===== src/rtl/game_pkg.sv =====
// Shared definitions for the paddle/brick game controller.
//   - game_state_t : FSM state encoding (also driven out on game_state)
//   - SC_*         : PS/2 set-2 scancodes recognised by the key decoder
//   - bcd_inc_sat  : two-digit BCD increment that holds at 99
package game_pkg;

  typedef enum logic [2:0] {
    ST_IDLE  = 3'd0,
    ST_SERVE = 3'd1,
    ST_PLAY  = 3'd2,
    ST_PAUSE = 3'd3,
    ST_LOST  = 3'd4,
    ST_WON   = 3'd5,
    ST_OVER  = 3'd6
  } game_state_t;

  localparam logic [7:0] SC_LEFT  = 8'h6B;
  localparam logic [7:0] SC_RIGHT = 8'h74;
  localparam logic [7:0] SC_SPACE = 8'h29;
  localparam logic [7:0] SC_PAUSE = 8'h4D;
  localparam logic [7:0] SC_BREAK = 8'hF0;
  localparam logic [7:0] SC_EXT   = 8'hE0;

  function automatic logic [7:0] bcd_inc_sat(input logic [7:0] v);
    logic [7:0] r;
    if (v == 8'h99)
      r = v;
    else if (v[3:0] == 4'd9)
      r = {v[7:4] + 4'd1, 4'h0};
    else
      r = {v[7:4], v[3:0] + 4'd1};
    return r;
  endfunction

endpackage


===== src/rtl/game_ctrl_if.sv =====
// Keyboard byte bus into the game controller.
//   ps2_byte  : last received scancode
//   ps2_state : byte-valid level; each rising edge presents a new ps2_byte.
// Handshake: there is no back-pressure. The consumer takes ps2_byte on the
// clock where ps2_state is seen rising; the producer must hold ps2_byte
// stable from that rising edge until ps2_state has been low again.
interface game_ctrl_if;
  logic [7:0] ps2_byte;
  logic       ps2_state;

  modport master (output ps2_byte, output ps2_state);
  modport slave  (input  ps2_byte, input  ps2_state);
endinterface


===== src/rtl/game_ctrl_ps2_key_decode.sv =====
// PS/2 scancode decoder.
// Ports:
//   clk_in, reset          : clock, async active-high reset
//   ps2_byte, ps2_state    : keyboard byte and its byte-valid level
//   left_held, right_held  : level flags, set on make, cleared on break
//   space_p, pause_p       : one-cycle pulses on make of space / P
// An 0xE0 prefix is transparent, so extended arrow codes (E0 6B / E0 74)
// behave like the plain codes. Unlisted codes are dropped, but still
// consume a pending break so the break never leaks onto a later byte.
module ps2_key_decode
  import game_pkg::*;
(
  input  logic       clk_in,
  input  logic       reset,
  input  logic [7:0] ps2_byte,
  input  logic       ps2_state,
  output logic       left_held,
  output logic       right_held,
  output logic       space_p,
  output logic       pause_p
);

  logic ps2_state_d;
  logic break_armed;
  logic new_byte;

  assign new_byte = ps2_state & ~ps2_state_d;

  always_ff @(posedge clk_in or posedge reset) begin
    if (reset) begin
      ps2_state_d <= 1'b0;
      break_armed <= 1'b0;
      left_held   <= 1'b0;
      right_held  <= 1'b0;
      space_p     <= 1'b0;
      pause_p     <= 1'b0;
    end else begin
      ps2_state_d <= ps2_state;
      space_p     <= 1'b0;
      pause_p     <= 1'b0;
      if (new_byte) begin
        if (ps2_byte == SC_BREAK) begin
          break_armed <= 1'b1;
        end else if (ps2_byte != SC_EXT) begin
          if (break_armed) begin
            break_armed <= 1'b0;
            if (ps2_byte == SC_LEFT)  left_held  <= 1'b0;
            if (ps2_byte == SC_RIGHT) right_held <= 1'b0;
          end else begin
            case (ps2_byte)
              SC_LEFT:  left_held  <= 1'b1;
              SC_RIGHT: right_held <= 1'b1;
              SC_SPACE: space_p    <= 1'b1;
              SC_PAUSE: pause_p    <= 1'b1;
              default:  ;
            endcase
          end
        end
      end
    end
  end

endmodule


===== src/rtl/game_ctrl.sv =====
// Game controller: keyboard input, paddle position, game FSM, lives/score.
// Ports:
//   clk_in, reset             : 50 MHz clock, async active-high reset
//   bus (slave)               : ps2_byte / ps2_state keyboard bus
//   vs                        : VGA vsync (active-low, asynchronous)
//   level                     : 0 normal, 1 hard (ball speed, taken on SERVE entry)
//   ball_lost/brick_hit/bricks_clear : one-cycle events from the display datapath
//   paddle_x                  : paddle left edge in pixels
//   game_state                : FSM state (game_state_t encoding)
//   lives, score              : remaining lives, two-digit BCD score
//   ball_run, serve, ball_speed : ball motion enable, launch pulse, pixels/frame
module game_ctrl
  import game_pkg::*;
#(
  parameter int PADDLE_W     = 64,
  parameter int PADDLE_STEP  = 8,
  parameter int H_ACTIVE     = 640,
  parameter int LIVES_INIT   = 3,
  parameter int SERVE_FRAMES = 60
) (
  input  logic              clk_in,
  input  logic              reset,
  game_ctrl_if.slave        bus,
  input  logic              vs,
  input  logic              level,
  input  logic              ball_lost,
  input  logic              brick_hit,
  input  logic              bricks_clear,
  output logic [9:0]        paddle_x,
  output logic [2:0]        game_state,
  output logic [1:0]        lives,
  output logic [7:0]        score,
  output logic              ball_run,
  output logic              serve,
  output logic [2:0]        ball_speed
);

  localparam logic [9:0] PAD_MAX  = 10'(H_ACTIVE - PADDLE_W);
  localparam logic [9:0] PAD_MID  = 10'((H_ACTIVE - PADDLE_W) / 2);
  localparam logic [9:0] PAD_STEP = 10'(PADDLE_STEP);
  localparam int         FC_W     = $clog2(SERVE_FRAMES + 1);
  localparam logic [FC_W-1:0] FC_LAST = FC_W'(SERVE_FRAMES - 1);

  game_state_t     state, next_state;
  logic            left_held, right_held, space_p, pause_p;
  logic [2:0]      vs_sync;
  logic            frame_tick;
  logic [FC_W-1:0] frame_cnt;
  logic            start_game, enter_serve;

  ps2_key_decode u_keys (
    .clk_in     (clk_in),
    .reset      (reset),
    .ps2_byte   (bus.ps2_byte),
    .ps2_state  (bus.ps2_state),
    .left_held  (left_held),
    .right_held (right_held),
    .space_p    (space_p),
    .pause_p    (pause_p)
  );

  // vs_sync[1:0] is the two-flop synchroniser; vs_sync[2] is the previous
  // synchronised value for falling-edge detection.
  always_ff @(posedge clk_in or posedge reset) begin
    if (reset) vs_sync <= 3'b000;
    else       vs_sync <= {vs_sync[1:0], vs};
  end
  assign frame_tick = vs_sync[2] & ~vs_sync[1];

  always_ff @(posedge clk_in or posedge reset) begin
    if (reset) state <= ST_IDLE;
    else       state <= next_state;
  end

  always_comb begin
    next_state  = state;
    serve       = 1'b0;
    ball_run    = 1'b0;
    start_game  = 1'b0;
    enter_serve = 1'b0;
    case (state)
      ST_IDLE: begin
        if (space_p) begin
          next_state  = ST_SERVE;
          start_game  = 1'b1;
          enter_serve = 1'b1;
        end
      end
      ST_SERVE: begin
        // Launch on the tick that brings the count to SERVE_FRAMES.
        if (space_p || (frame_tick && frame_cnt == FC_LAST)) begin
          next_state = ST_PLAY;
          serve      = 1'b1;
        end
      end
      ST_PLAY: begin
        ball_run = 1'b1;
        if (bricks_clear)   next_state = ST_WON;
        else if (ball_lost) next_state = ST_LOST;
        else if (pause_p)   next_state = ST_PAUSE;
      end
      ST_PAUSE: begin
        if (pause_p) next_state = ST_PLAY;
      end
      ST_LOST: begin
        // lives is decremented this cycle; 1 means it is reaching 0.
        if (lives <= 2'd1) begin
          next_state = ST_OVER;
        end else begin
          next_state  = ST_SERVE;
          enter_serve = 1'b1;
        end
      end
      ST_WON, ST_OVER: begin
        if (space_p) next_state = ST_IDLE;
      end
      default: next_state = ST_IDLE;
    endcase
  end

  always_ff @(posedge clk_in or posedge reset) begin
    if (reset) begin
      paddle_x   <= PAD_MID;
      lives      <= 2'(LIVES_INIT);
      score      <= 8'h00;
      ball_speed <= 3'd2;
      frame_cnt  <= '0;
    end else begin
      if (start_game) begin
        lives    <= 2'(LIVES_INIT);
        score    <= 8'h00;
        paddle_x <= PAD_MID;
      end else if (frame_tick && (state == ST_SERVE || state == ST_PLAY)) begin
        if (left_held && !right_held) begin
          if (paddle_x <= PAD_STEP) paddle_x <= 10'd0;
          else                      paddle_x <= paddle_x - PAD_STEP;
        end else if (right_held && !left_held) begin
          if (paddle_x >= PAD_MAX - PAD_STEP) paddle_x <= PAD_MAX;
          else                                paddle_x <= paddle_x + PAD_STEP;
        end
      end

      if (state == ST_LOST) lives <= lives - 2'd1;

      if (enter_serve) begin
        frame_cnt  <= '0;
        ball_speed <= level ? 3'd4 : 3'd2;
      end else if (state == ST_SERVE && frame_tick) begin
        frame_cnt <= frame_cnt + 1'b1;
      end

      if (state == ST_PLAY && brick_hit) score <= bcd_inc_sat(score);
    end
  end

  assign game_state = state;

endmodule


===== src/flat_wrapper.sv =====
// flat-port wrapper written by rule: the top's interface ports become plain ports
module game_ctrl_flat import game_pkg::*;
#(
  parameter int PADDLE_W     = 64,
  parameter int PADDLE_STEP  = 8,
  parameter int H_ACTIVE     = 640,
  parameter int LIVES_INIT   = 3,
  parameter int SERVE_FRAMES = 60
)
  (clk_in, reset, vs, level, ball_lost, brick_hit, bricks_clear, paddle_x, game_state, lives, score, ball_run, serve, ball_speed, bus_ps2_byte, bus_ps2_state);
  game_ctrl_if bus_i ();
  input  logic clk_in;
  input  logic reset;
  input  logic vs;
  input  logic level;
  input  logic ball_lost;
  input  logic brick_hit;
  input  logic bricks_clear;
  output logic [9:0] paddle_x;
  output logic [2:0] game_state;
  output logic [1:0] lives;
  output logic [7:0] score;
  output logic ball_run;
  output logic serve;
  output logic [2:0] ball_speed;
  input wire logic [$bits(bus_i.ps2_byte)-1:0] bus_ps2_byte;
  input wire logic [$bits(bus_i.ps2_state)-1:0] bus_ps2_state;
  assign bus_i.ps2_byte = bus_ps2_byte;
  assign bus_i.ps2_state = bus_ps2_state;
  game_ctrl #(.PADDLE_W(PADDLE_W), .PADDLE_STEP(PADDLE_STEP), .H_ACTIVE(H_ACTIVE), .LIVES_INIT(LIVES_INIT), .SERVE_FRAMES(SERVE_FRAMES)) u_core (.clk_in(clk_in), .reset(reset), .bus(bus_i), .vs(vs), .level(level), .ball_lost(ball_lost), .brick_hit(brick_hit), .bricks_clear(bricks_clear), .paddle_x(paddle_x), .game_state(game_state), .lives(lives), .score(score), .ball_run(ball_run), .serve(serve), .ball_speed(ball_speed));
endmodule

===== config.mk =====
export PLATFORM = sky130hd
export DESIGN_NAME = game_ctrl_flat
export DESIGN_NICKNAME = d
export VERILOG_FILES = /design/src/rtl/game_pkg.sv /design/src/rtl/game_ctrl_if.sv /design/src/rtl/game_ctrl_ps2_key_decode.sv /design/src/rtl/game_ctrl.sv /design/src/flat_wrapper.sv
export SDC_FILE = /design/constraint.sdc
export NUM_CORES = 1
export LEC_CHECK = 0
export CAP_MARGIN = 10
export CORE_MARGIN = 3
export CORE_UTILIZATION = 45
export CTS_CLUSTER_DIAMETER = 100
export DETAILED_ROUTE_END_ITERATION = 12
export HOLD_SLACK_MARGIN = 0.15
export PLACE_DENSITY = 0.72
export RECOVER_POWER = 100
export SLEW_MARGIN = 10
export SYNTH_ARGS = -nofsm -noshare
export SYNTH_HDL_FRONTEND = slang
export SYNTH_SLANG_ARGS = --single-unit

===== constraint.sdc =====
create_clock -name clk_in -period 2.2 [get_ports clk_in]
set_input_delay 0.44 -clock clk_in [delete_from_list [all_inputs] [get_ports clk_in]]
set_output_delay 0.44 -clock clk_in [all_outputs]
set_load 0.03 [all_outputs]

Run 1, track usage over the die:
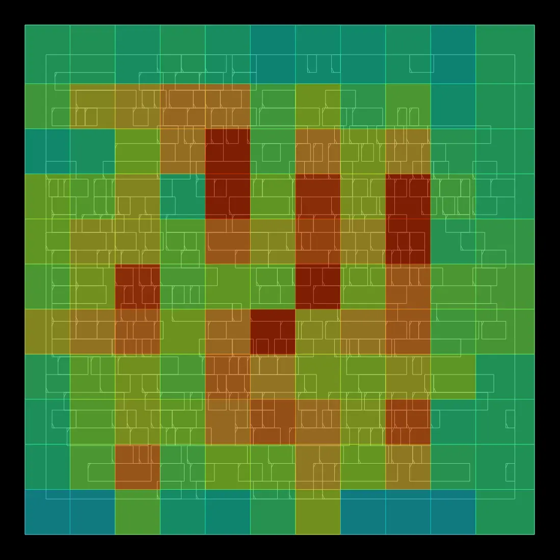
GR Util met3: 4.06%
met1 usage: 24.7%
grt peak-use layer: met2
Tot GR Track Use: 18.3%
WL/cell: 14.9 um

Run 1, register map, names as in the netlist:
(6 px per um)
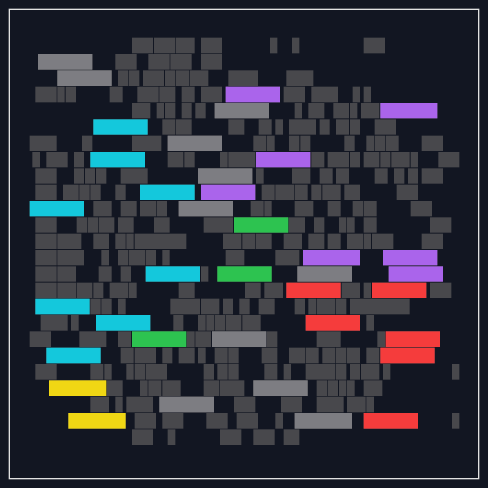
legend:
  red:
    name_in_the_netlist: `u_core.frame_cnt`
    sequential_cells: 6
  purple:
    name_in_the_netlist: `u_core.paddle_x`
    sequential_cells: 7
  yellow:
    name_in_the_netlist: `u_core.lives`
    sequential_cells: 2
  green:
    name_in_the_netlist: `u_core.game_state`
    sequential_cells: 3
  cyan:
    name_in_the_netlist: `u_core.score`
    sequential_cells: 8
    where: left middle
fraction of area in registers: 32.2%
power in sequential cells: 0.00101 W

Run 1, the metal 2 layer:
(4 px per um)
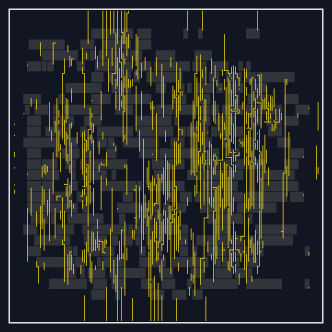
wire length on this layer: 2640 um
main direction: vertical

==> flow_summary.yaml, run 1 <==
# physical design summary
worst_setup_path:
  reg2reg_slack_ns: 0.17
  r2r-end: "u_core.paddle_x[9]$_DFFE_PP0P_"
  worstSetupStartpoint: "u_core.paddle_x[8]$_DFFE_PP1P_"
  endpoint: "paddle_x[8]"
  critPathArrivalTime_ns: 1.67
  worst-path-buf-inv: 1
  worst_setup_path_end_kind: "output port"
  rr_startpoint: "u_core.paddle_x[6]$_DFFE_PP0P_"
  path_delay_family: "buffers and inverters"
  crit_path_top_delay_cell: "dlygate4sd3_1"
  worstSetupPathType: "reg2out"
drt:
  wl_met1_mm: 2.51
  drtAntennaViolNets: 0
  top_layer_used: "met4"
  dr_wl_met3_um: 175
  via_count: 2066
  route.met2.wl_mm: 2.64
  vias_per_cell: 5.68
  drt_iter0_markers: 108
synth:
  synth_flops: 37
  ys_seq_share_pct: 40.0
  synthArstFlopShare_pct: 100
  yosysUniqueCellTypes: 58
  synth-edff-count: 0
floorplan:
  die_h_um: 78.0
  core_um2: 4880
placed_design:
  gp_congestion: 0.916
  dpl.hpwl_mm: 4.03
global_route:
  grt_pass1_vias: 1971
  gr-total-overflow: 0
final_timing:
  slew_viol_final: 0
  setup_tns_ns: 0
  setup_viol: 0
  hold_viol: 0
  period_minus_slack_ns: 2.11
  timing.final.crit_share_pct: 96.0
  final.setup_skew_ns: 0.00681
  tightest_slew_ns: 0.917
cells_and_area:
  fin_nets: 322
  num_antenna_cells: 0
  drive_gt1_share_pct: 9.76
power:
  leakage_nw: 1.21
  cellPowerDensity_nw_per_um2: 912
clocking:
  clk-insertion-delay-late_ns: 0.30
  root_buffer: "clkbuf_8"
  cts_tree: "done"
status:
  outcome: "complete, no violations"
min_path:
  hold_depth: 0
  hold_end: "u_core.vs_sync[1]$_DFF_PP0_"
flow_run:
  cap_violations: 0
run 1: flip-flops by register name, indices dropped and copies added (netlist names), 2 cells and up:
| name | count |
|---|---|
| u_core.ball_speed | 2 |
| u_core.frame_cnt | 6 |
| u_core.game_state | 3 |
| u_core.lives | 2 |
| u_core.paddle_x | 7 |
| u_core.score | 8 |
| u_core.vs_sync | 3 |
run 1: metrics by stage:
| step | hold slack (ns) | worst slack [ns] | utilization, % | cell area (um2) | cells |
|---|---|---|---|---|---|
| global placement | 0.352 | 0.141 | 58.1 | 2830 | 356 |
| floorplan | 0.331 | 0.207 | - | 2340 | 252 |
| CTS | 0.368 | 0.0453 | 59.9 | 2920 | 364 |
| global route | 0.392 | 0.0365 | 59.3 | 2890 | 364 |
| detailed placement | 0.349 | 0.125 | 58.1 | 2830 | 356 |
| finish | 0.359 | 0.0878 | 59.3 | 2890 | 364 |
run 1: per-layer routing:
metal,track usage [%],up-vias
li1,-,1010
met1,24.7,1003
met2,29.0,44
met3,4.06,9
met4,6.29,0
met5,0,-
run 1: cells in the mapped netlist, types with 6 or more instances:
| master | number | area, um2 |
|---|---|---|
| ha_1 | 10 | 125 |
| nand2b_1 | 6 | 37.5 |
| o21ai_0 | 19 | 95.1 |
| a21oi_1 | 11 | 55.1 |
| nand2_1 | 12 | 45.0 |
| nor2_1 | 15 | 56.3 |
| clkbuf_1 | 6 | 22.5 |
| inv_1 | 12 | 45.0 |
| dfrtp_1 | 32 | 801 |
| nand3_1 | 13 | 65.1 |
| nor3_1 | 11 | 55.1 |
run 1: cell usage in the layout, fill, tap and decap left out, types with 4 or more instances in the layout:
cell / netlist / final
buf_4: 4 / 8
inv_1: 12 / 12
clkbuf_1: 6 / 4
nor4_1: 5 / 5
nand3_1: 13 / 13
nor2b_1: 5 / 5
nand2b_1: 6 / 6
clkbuf_8: 0 / 5
nand3b_1: 4 / 4
nor2_1: 15 / 15
clkdlybuf4s50_1: 0 / 12
nand2_1: 12 / 12
o31ai_1: 5 / 5
xor2_1: 4 / 4
dfstp_2: 5 / 4
nor3_1: 11 / 12
dfrtp_1: 32 / 32
a21oi_1: 11 / 11
o21ai_0: 19 / 19
ha_1: 10 / 10
conb_1: 1 / 4
dlygate4sd3_1: 0 / 25
run 1: where the power goes:
part	total [W]	switching [W]	leakage [nW]	internal [W]
registers	0.00101	0.000177	0.474	0.000830
logic	0.00114	0.000659	0.692	0.000480
clock network	0.000494	0.000269	0.0445	0.000225
run 1: layout make-up:
type	count	area [um2]
fillers	456	1990
multi-input cells	189	1280
flip-flops and latches	37	932
repair buffers	51	458
well taps	67	83.8
clock buffers	5	68.8
inverters	12	45.0
clock inverters	3	21.3
run 1: cells by family (layout without fill, tap and decap cells):
logic type / after synthesis / count (layout) / share of synthesized area [%]
and+or+nand+nor: 99 / 99 / 25.8
AOI/OAI and AO/OA: 66 / 66 / 19.7
DFF: 37 / 37 / 40.0
buffers and inverters: 26 / 71 / 5.04
adders and majority gates: 10 / 10 / 5.36
xor gates and xnor gates: 7 / 7 / 2.63
muxes: 3 / 3 / 1.34
other: 1 / 4 / 0.161
Run 1, a small window of the routed layout:
Window x 19 to 59, y 35 to 75 um. Cells in gray, sequential cells in the stronger gray; small squares are vias.
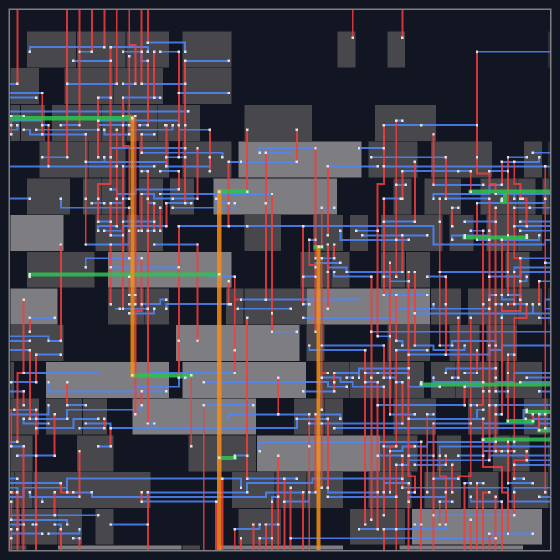

==> inputs of run 2 (changes only) <==
--- a/config.mk
+++ b/config.mk
@@ -11,7 +11,7 @@
 export CTS_CLUSTER_DIAMETER = 100
 export DETAILED_ROUTE_END_ITERATION = 12
 export HOLD_SLACK_MARGIN = 0.15
-export PLACE_DENSITY = 0.72
+export PLACE_DENSITY = 0.74
 export RECOVER_POWER = 100
 export SLEW_MARGIN = 10
 export SYNTH_ARGS = -nofsm -noshare
==> constraint.sdc (replaced) <==
create_clock -name clk_in -period 1.8 [get_ports clk_in]
set_input_delay 0.36 -clock clk_in [delete_from_list [all_inputs] [get_ports clk_in]]
set_output_delay 0.36 -clock clk_in [all_outputs]
set_load 0.03 [all_outputs]
Run 2, a small window of the routed layout:
Window x 19 to 59, y 35 to 75 um. Cells in gray, sequential cells in the stronger gray; small squares are vias.
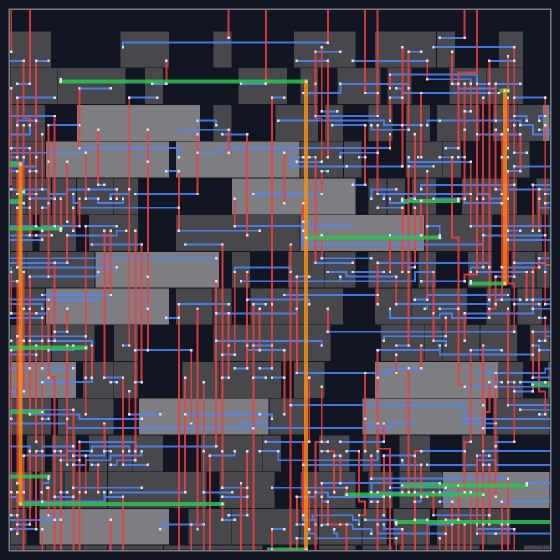
legend:
  blue:
    layer: metal 1
  green:
    layer: metal 3
  orange:
    layer: metal 4
  red:
    layer: metal 2
sequential cells in the window: 13
cells with their middle in the window: 124
most frequent: o21ai_0 (13), buf_4 (10), dfrtp_1 (10)
netlist names of flops here include: `u_core.score` (4), `u_core.game_state` (3), `u_core.paddle_x` (2)

==> run 2 against run 1 <==
The run now ends with negative setup slack left. Global-route usage is 1.7 points higher. Count of clock-buffer cells in the layout increased by 2. Wire length up 7.7%. Critical path type is now in2reg. Setup slack got worse by 0.090 ns. Synthesized cell count did not move. Critical endpoint is now u_core.u_keys.left_held$_DFFE_PP0P_. Register-to-register slack got worse by 0.15 ns. Via count grew 7.9%. Cell area increased by 12%. Highest routed layer unchanged. Core utilization is 7.4 points higher. First-iteration DRC count grew 10%. Clock skew shrank 0.0018 ns.
==> flow_summary.yaml, run 2 <==
# physical design summary
power:
  cellPowerDensity_nw_per_um2: 1140
  leakage_nw: 1.39
global_route:
  gr-total-overflow: 0
  grtUsageTotal_pct: 20.0
final_timing:
  timing.final.crit_share_pct: 100
  slew_viol_final: 0
  fin_worst_hold_slack_ns: 0.364
  setup_viol: 1
  final.setup_skew_ns: 0.00499
  hold_viol: 0
  setup_tns_ns: -0.00227
  period_minus_slack_ns: 1.80
  timing.final.ws_setup_ns: -0.00227
drt:
  via_count: 2229
  drt_iter0_markers: 119
  vias_per_cell: 5.59
cells_and_area:
  num_antenna_cells: 0
  fin_nets: 357
  lay_top_cells: "buf_4, dfrtp_1, o21ai_0, nor2_1"
  regMostFlops: "u_core.score"
  largestRegisters: "u_core.score: 8 flops, u_core.paddle_x: 7 flops, u_core.frame_cnt: 6 flops"
  largest_register_ffs: 8
clocking:
  cts_tree: "done"
  root_buffer: "clkbuf_8"
  clk-insertion-delay-late_ns: 0.29
placed_design:
  post-place-ws_ns: -0.177
  dpl.hpwl_mm: 4.11
  dpl_cell_area_um2: 3050
  gp_congestion: 0.851
synth:
  synthTopCellsByArea: "dfrtp_1, dfstp_2, ha_1"
  ys_top_cells_by_count: "dfrtp_1, o21ai_0, nor2_1"
  yosysTopAreaCell: "dfrtp_1"
  ys_seq_share_pct: 40.0
  top_cell: "dfrtp_1"
  synthArstFlopShare_pct: 100
  yosysUniqueCellTypes: 58
  top_area_share_pct: 34.3
flow_run:
  cap_violations: 0
worst_setup_path:
  critPathArrivalTime_ns: 1.98
floorplan:
  die_h_um: 78.0
  core_um2: 4880
status:
  outcome: "finished with violations"
  failed_checks: "negative setup slack"
Run 2, gate-type map:
(6 px per um)
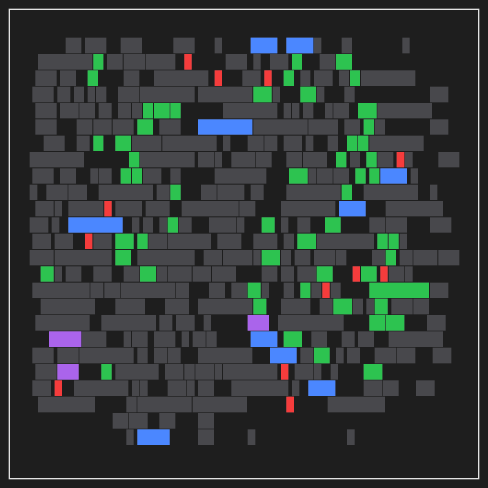
legend:
  blue:
    family: fa/ha/maj cells
    cells: 10
    most_used: ha_1
  green:
    family: aoi and oai cells
    cells: 55
    most_used: o21ai_0
  red:
    family: inv cells
    cells: 12
    most_used: inv_1
    where: widely spread
  purple:
    family: mux cells
    cells: 3
    most_used: mux2i_1
Comb area share: 42.1%
Final Non-Filler Cells: 399
Commonest Layout Cell: buf_4

## run 2: cell count changes in the layout (fill, tap and decap cells not counted), moves of 4 or more
cell / previous run / this run
buf_6: 0 / 5
dlygate4sd3_1: 25 / 5
dfrtp_1: 32 / 28
buf_4: 8 / 31
dfrtp_2: 0 / 4
clkbuf_1: 4 / 14
dlygate4sd2_1: 0 / 14
## run 2: final timing paths
kind                                                 startpoint                             endpoint  slack (ns)  cells after the start
hold reg to reg                     u_core.vs_sync[0]$_DFF_PP0_          u_core.vs_sync[1]$_DFF_PP0_        0.36                      0
setup reg to reg           u_core.u_keys.right_held$_DFFE_PP0P_       u_core.paddle_x[8]$_DFFE_PP1P_        0.02                      5
max in group asynchronous                                 reset     u_core.game_state[1]$_DFFE_PP0P_        0.36                      3
hold / removal                      u_core.vs_sync[0]$_DFF_PP0_          u_core.vs_sync[1]$_DFF_PP0_        0.36                      0
min in group asynchronous                                 reset       u_core.paddle_x[7]$_DFFE_PP0P_        0.81                      3
setup / recovery                                bus_ps2_byte[4]  u_core.u_keys.left_held$_DFFE_PP0P_      -0.002                      5
## run 2: logic make-up (layout without fill, tap and decap cells)
kind of cell             after synthesis  count (layout)  synth area share (%)
adder cells (fa/ha/maj)               10              10                  5.36
AND/OR/NAND/NOR                       99              99                  25.8
XOR/XNOR                               7               7                  2.63
other                                  1               4                 0.161
AND-OR/OR-AND                         66              66                  19.7
multiplexers                           3               3                  1.34
buffers and inverters                 26             106                  5.04
flip-flops                            37              37                  40.0
## run 2: critical path, stage by stage
cell and delay (ns):
dlygate4sd3_1 0.54, nand2b_1 0.17, or4b_2 0.65, o21ai_0 0.18
o31ai_1 0.09
## run 2: what timing repair did
item / 4_1_cts / 5_1_grt
pin swaps: 4 / 9
setup endpoints to repair: 19 / 11
buffers inserted: 6 / 5
resized: 20 / 19
cloned: 0 / 0
## run 2: metrics by stage
step	cells	power [W]
floorplan	252	0.00221
global placement	380	0.00282
detailed placement	380	0.00286
CTS	394	0.00364
global route	399	0.00396
finish	399	0.00370
## run 2: area by class of cell
type	instances	area [um2]
repair buffers	86	701
fillers	432	1630
clock buffers	7	86.3
inverters	12	45.0
multi-input cells	189	1370
well taps	67	83.8
flip-flops and latches	37	937
clock inverters	1	30.0
## run 2: per-layer routing
metal  vias to the layer above  part of all wire (%)  global-route usage, %
li1                       1085                     -                      -
met1                      1063                    43                   25.0
met2                        70                    50                   34.4
met3                        11                   5.3                   4.76
met4                         0                   1.8                   5.77
met5                         -                     0                      0
## run 2: where the power goes
part / internal, W / switching [W] / leakage (nW)
clock network: 0.000452 / 0.000303 / 0.0585
registers: 0.00102 / 0.000135 / 0.470
logic: 0.000805 / 0.000987 / 0.858
Power and IR drop assume default switching activity.
